<file path="src/rtl/pa_fpu_pkg.sv">
// Shared types and constants for the FPU writeback / register-file slice.
// Optional macro used by this slice: FPU_WBRF_PERF_EN (writeback perf counter).
package pa_fpu_pkg;

    localparam int PA_FPU_FLEN = 32;

    typedef logic [4:0] freg_idx_t;
    typedef logic [4:0] fflags_t;

    localparam int FFLAG_NX = 0;
    localparam int FFLAG_UF = 1;
    localparam int FFLAG_OF = 2;
    localparam int FFLAG_DZ = 3;
    localparam int FFLAG_NV = 4;

    typedef enum logic {
        IDLE  = 1'b0,
        DRAIN = 1'b1
    } wbrf_state_e;

endpackage

</file>
<file path="src/rtl/pa_fpu_wbrf_rdport.sv">
// One FP register-file read port: indexed read with same-cycle writeback bypass.
module pa_fpu_wbrf_rdport
    import pa_fpu_pkg::*;
#(
    parameter int FLEN = PA_FPU_FLEN
) (
    input  freg_idx_t        idx_i,
    input  logic [FLEN-1:0]  rf_i [32],
    input  logic [31:0]      busy_i,
    input  logic             wb_en_i,
    input  freg_idx_t        wb_dst_i,
    input  logic [FLEN-1:0]  wb_data_i,
    output logic [FLEN-1:0]  data_o,
    output logic             busy_o
);

    logic hit;

    assign hit    = wb_en_i && (wb_dst_i == idx_i);
    assign data_o = hit ? wb_data_i : rf_i[idx_i];
    assign busy_o = busy_i[idx_i] && !hit;

endmodule

</file>
<file path="src/rtl/pa_fpu_wbrf.sv">
// FPU writeback sink: FP register file, scoreboard, sticky fflags, in-flight count
// and flush/drain FSM. Define FPU_WBRF_PERF_EN to add the fpu_perf_wb_cnt output.
module pa_fpu_wbrf
    import pa_fpu_pkg::*;
#(
    parameter int FLEN      = PA_FPU_FLEN,
    parameter int NUM_OUTST = 4
) (
    input  logic             clk_i,
    input  logic             rst_i,
    input  logic             idu_fpu_issue_vld,
    input  freg_idx_t        idu_fpu_issue_dst,
    output logic             fpu_idu_issue_rdy,
    input  logic             idu_fpu_flush,
    input  logic             fpu_idu_fwd_vld,
    input  logic [FLEN-1:0]  fpu_idu_fwd_data,
    input  fflags_t          fpu_idu_fwd_fflags,
    input  freg_idx_t        fpu_idu_fwd_dst,
    input  freg_idx_t        idu_fpu_rs1_idx,
    input  freg_idx_t        idu_fpu_rs2_idx,
    input  freg_idx_t        idu_fpu_rs3_idx,
    output logic [FLEN-1:0]  fpu_idu_rs1_data,
    output logic [FLEN-1:0]  fpu_idu_rs2_data,
    output logic [FLEN-1:0]  fpu_idu_rs3_data,
    output logic             fpu_idu_rs1_busy,
    output logic             fpu_idu_rs2_busy,
    output logic             fpu_idu_rs3_busy,
    input  logic             csr_fpu_fflags_wen,
    input  fflags_t          csr_fpu_fflags_wdata,
    output fflags_t          fpu_csr_fflags,
    output logic             fpu_idu_drain
`ifdef FPU_WBRF_PERF_EN
    ,
    output logic [31:0]      fpu_perf_wb_cnt
`endif
);

    localparam int CNT_W = $clog2(NUM_OUTST + 1);

    wbrf_state_e      state_q, state_d;
    logic [CNT_W-1:0] cnt_q, cnt_d;
    logic [31:0]      busy_q, busy_d;
    fflags_t          fflags_q, fflags_d;
    logic [FLEN-1:0]  rf_q [32];

    logic wb_en;
    logic accept;
    logic rdy;

    assign wb_en  = fpu_idu_fwd_vld && (state_q == IDLE);

    // A matching writeback in the same cycle lifts the WAW stall immediately.
    assign rdy    = (state_q == IDLE) && !idu_fpu_flush
                 && (cnt_q < CNT_W'(NUM_OUTST))
                 && (!busy_q[idu_fpu_issue_dst]
                     || (wb_en && (fpu_idu_fwd_dst == idu_fpu_issue_dst)));
    assign accept = idu_fpu_issue_vld && rdy;

    always_comb begin
        cnt_d = cnt_q;
        if (accept && !fpu_idu_fwd_vld) begin
            cnt_d = cnt_q + CNT_W'(1);
        end else if (!accept && fpu_idu_fwd_vld && (cnt_q != '0)) begin
            cnt_d = cnt_q - CNT_W'(1);
        end
    end

    always_comb begin
        busy_d = busy_q;
        if (wb_en) begin
            busy_d[fpu_idu_fwd_dst] = 1'b0;
        end
        if (accept) begin
            busy_d[idu_fpu_issue_dst] = 1'b1;
        end
        if (idu_fpu_flush) begin
            busy_d = '0;
        end
    end

    // CSR write lands first; same-cycle result flags still accumulate on top.
    always_comb begin
        fflags_d = csr_fpu_fflags_wen ? csr_fpu_fflags_wdata : fflags_q;
        if (wb_en) begin
            fflags_d = fflags_d | fpu_idu_fwd_fflags;
        end
    end

    always_comb begin
        state_d = state_q;
        unique case (state_q)
            IDLE:  if (idu_fpu_flush && (cnt_d != '0)) state_d = DRAIN;
            DRAIN: if (cnt_d == '0) state_d = IDLE;
            default: state_d = IDLE;
        endcase
    end

    always_ff @(posedge clk_i or posedge rst_i) begin
        if (rst_i) begin
            state_q  <= IDLE;
            cnt_q    <= '0;
            busy_q   <= '0;
            fflags_q <= '0;
        end else begin
            state_q  <= state_d;
            cnt_q    <= cnt_d;
            busy_q   <= busy_d;
            fflags_q <= fflags_d;
        end
    end

    always_ff @(posedge clk_i or posedge rst_i) begin
        if (rst_i) begin
            for (int i = 0; i < 32; i++) begin
                rf_q[i] <= '0;
            end
        end else if (wb_en) begin
            rf_q[fpu_idu_fwd_dst] <= fpu_idu_fwd_data;
        end
    end

    pa_fpu_wbrf_rdport #(.FLEN(FLEN)) u_rd1 (
        .idx_i    (idu_fpu_rs1_idx),
        .rf_i     (rf_q),
        .busy_i   (busy_q),
        .wb_en_i  (wb_en),
        .wb_dst_i (fpu_idu_fwd_dst),
        .wb_data_i(fpu_idu_fwd_data),
        .data_o   (fpu_idu_rs1_data),
        .busy_o   (fpu_idu_rs1_busy)
    );

    pa_fpu_wbrf_rdport #(.FLEN(FLEN)) u_rd2 (
        .idx_i    (idu_fpu_rs2_idx),
        .rf_i     (rf_q),
        .busy_i   (busy_q),
        .wb_en_i  (wb_en),
        .wb_dst_i (fpu_idu_fwd_dst),
        .wb_data_i(fpu_idu_fwd_data),
        .data_o   (fpu_idu_rs2_data),
        .busy_o   (fpu_idu_rs2_busy)
    );

    pa_fpu_wbrf_rdport #(.FLEN(FLEN)) u_rd3 (
        .idx_i    (idu_fpu_rs3_idx),
        .rf_i     (rf_q),
        .busy_i   (busy_q),
        .wb_en_i  (wb_en),
        .wb_dst_i (fpu_idu_fwd_dst),
        .wb_data_i(fpu_idu_fwd_data),
        .data_o   (fpu_idu_rs3_data),
        .busy_o   (fpu_idu_rs3_busy)
    );

    assign fpu_idu_issue_rdy = rdy;
    assign fpu_csr_fflags    = fflags_q;
    assign fpu_idu_drain     = (state_q == DRAIN);

`ifdef FPU_WBRF_PERF_EN
    logic [31:0] perf_q;

    always_ff @(posedge clk_i or posedge rst_i) begin
        if (rst_i) begin
            perf_q <= '0;
        end else if (wb_en && (perf_q != '1)) begin
            perf_q <= perf_q + 32'd1;
        end
    end

    assign fpu_perf_wb_cnt = perf_q;
`endif

endmodule

</file>
<file path="config.mk">
export PLATFORM = sky130hd
export DESIGN_NAME = pa_fpu_wbrf
export DESIGN_NICKNAME = d
export VERILOG_FILES = /design/src/rtl/pa_fpu_pkg.sv /design/src/rtl/pa_fpu_wbrf_rdport.sv /design/src/rtl/pa_fpu_wbrf.sv
export SDC_FILE = /design/constraint.sdc
export NUM_CORES = 2
export LEC_CHECK = 0
export CORE_UTILIZATION = 60
export CTS_CLUSTER_DIAMETER = 200
export DETAILED_ROUTE_END_ITERATION = 12
export GPL_TIMING_DRIVEN = 0
export PLACE_DENSITY = 0.87
export SLEW_MARGIN = 30
export SYNTH_ARGS = -nofsm -noshare
export SYNTH_HDL_FRONTEND = slang
export SYNTH_SLANG_ARGS = --single-unit
</file>
<file path="constraint.sdc">
create_clock -name clk_i -period 57.5 [get_ports clk_i]
set_input_delay 11.5 -clock clk_i [delete_from_list [all_inputs] [get_ports clk_i]]
set_output_delay 11.5 -clock clk_i [all_outputs]
set_load 0.05 [all_outputs]
</file>
Fig. 1: signal metal coverage by tile
Scale bar: 100 um. 33 x 33 tiles, from black (low) to pale yellow (high), scaled to the fullest tile. Values are wire area over tile area, all layers added.
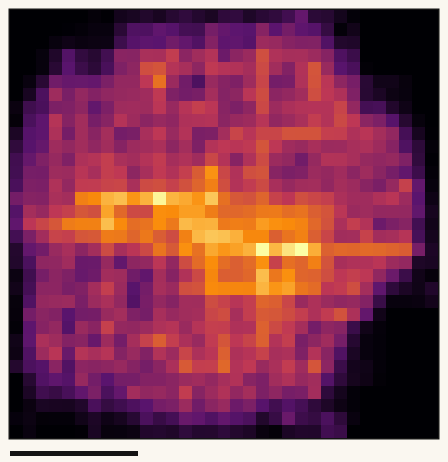
- fullest tile: 1.2
- nearly empty tiles: 13%
- mean over tiles: 0.42
DRT Wirelength: 241000 um
total track usage: 44.1%

Fig. 2: cell placement
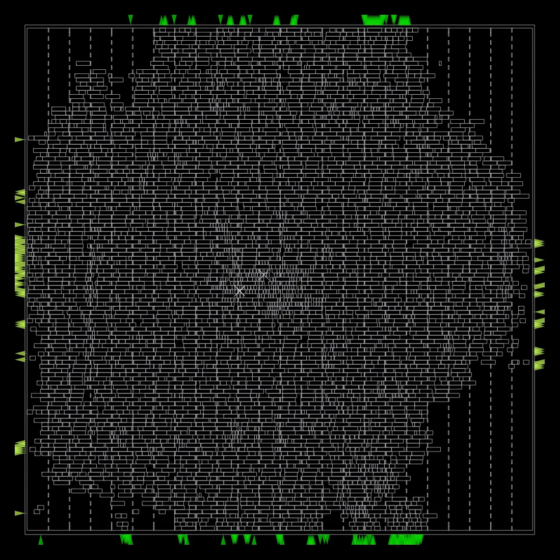
final core occ: 68.0%
Flops: 1065
Filler Cell Count: 6950

Fig. 3: sequential cells colored by netlist name
Other sequential cells in the stronger gray, the rest of the logic in the fainter gray.
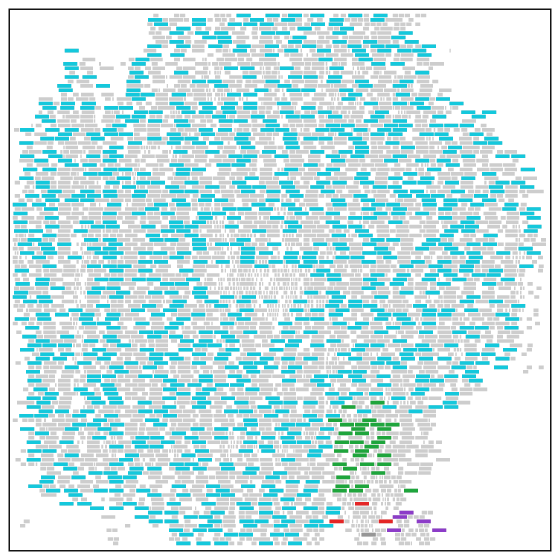
- `busy_q`: green (sequential cells 32)
- `cnt_q`: red (sequential cells 3)
- `rf_q`: cyan (sequential cells 1024; where spread over the die)
- `fpu_csr_fflags`: purple (sequential cells 5; where bottom right)
- not colored: 1
FF+latch area: 26700 sq um
sequential cell area share: 35.9%
Seq. pwr: 0.000997 W

## worst max-delay path, cell delays in order
cell and delay [ns]:
clkdlybuf4s50_1 0.79, buf_1 0.79, xnor2_1 0.25, nand4_1 0.14, nor3_1 0.27, clkbuf_2 0.59
clkbuf_1 0.83, nand2_1 0.12, o21ai_1 0.22, clkdlybuf4s50_1 0.87
## where the power goes
part / switching [W] / internal, W
combinational: 0.000291 / 0.000338
sequential: 0.000124 / 0.000873
clock: 0.000340 / 0.000480
## sequential cells by signal (all words and copies together), names as in the netlist
register / cells
fpu_csr_fflags: 5
cnt_q: 3
busy_q: 32
fpu_idu_drain: 1
rf_q: 1024
==> flow_summary.json <==
{
  "status": "finished, violations left",
  "coreArea_sq_um": 109000,
  "r2r_start": "fpu_idu_drain",
  "comb_area_share_pct": 50.4,
  "drc_errors": 3,
  "post-route-period-util_pct": 48.5,
  "holdWs_ns": 0.534,
  "antenna_found_initial": 18,
  "clk_latency_ns": 0.75,
  "vias_per_cell": 8.24,
  "final_cells": 5904,
  "ctsResizeCount": 0,
  "most_common_cell": "dfrtp_1",
  "r2r_end": "rf_q[333]",
  "dp_cells": 5674,
  "comb_area_sq_um": 37400,
  "grt_pass1_wl_um": 346000,
  "muxShareOfSynthArea_pct": 53.0,
  "postPlaceCellArea_sq_um": 70000,
  "comb_cells": 2533,
  "ys_cells": 4082,
  "busiest_layer": "met2",
  "die_x_um": 334,
  "p_per_area_nw_per_um2": 33.0,
  "cts.htree.levels": 3,
  "log.warning_count": 29,
  "async_reset_ff_share_pct": 100,
  "cts_setup_buffers": 0,
  "final_area_sq_um": 74200,
  "io_buffers": 165,
  "violations": "DRC",
  "synth_cells": 4082,
  "rsz0062_at_grt": "false",
  "nets": 4451,
  "clock-root-buffer": "clkbuf_16",
  "met3_length_um": 40200,
  "cts_made_buffers": 113,
  "grt-ovfl-total": 0,
  "crit_required_ns": 46.00,
  "hold_path.class": "reg2reg",
  "dr_wl_met2_um": 103000,
  "totalPowerFinal_w": 0.00245,
  "top_layer_used": "met5",
  "min_to": "rf_q[228]",
  "top_logic_kind": "multiplexers",
  "ys_top_cells_by_area": "dfrtp_1, mux4_2, mux2_2",
  "cts_sinks": 1065,
  "synth_flops": 1065
}
Power and IR drop assume default switching activity.
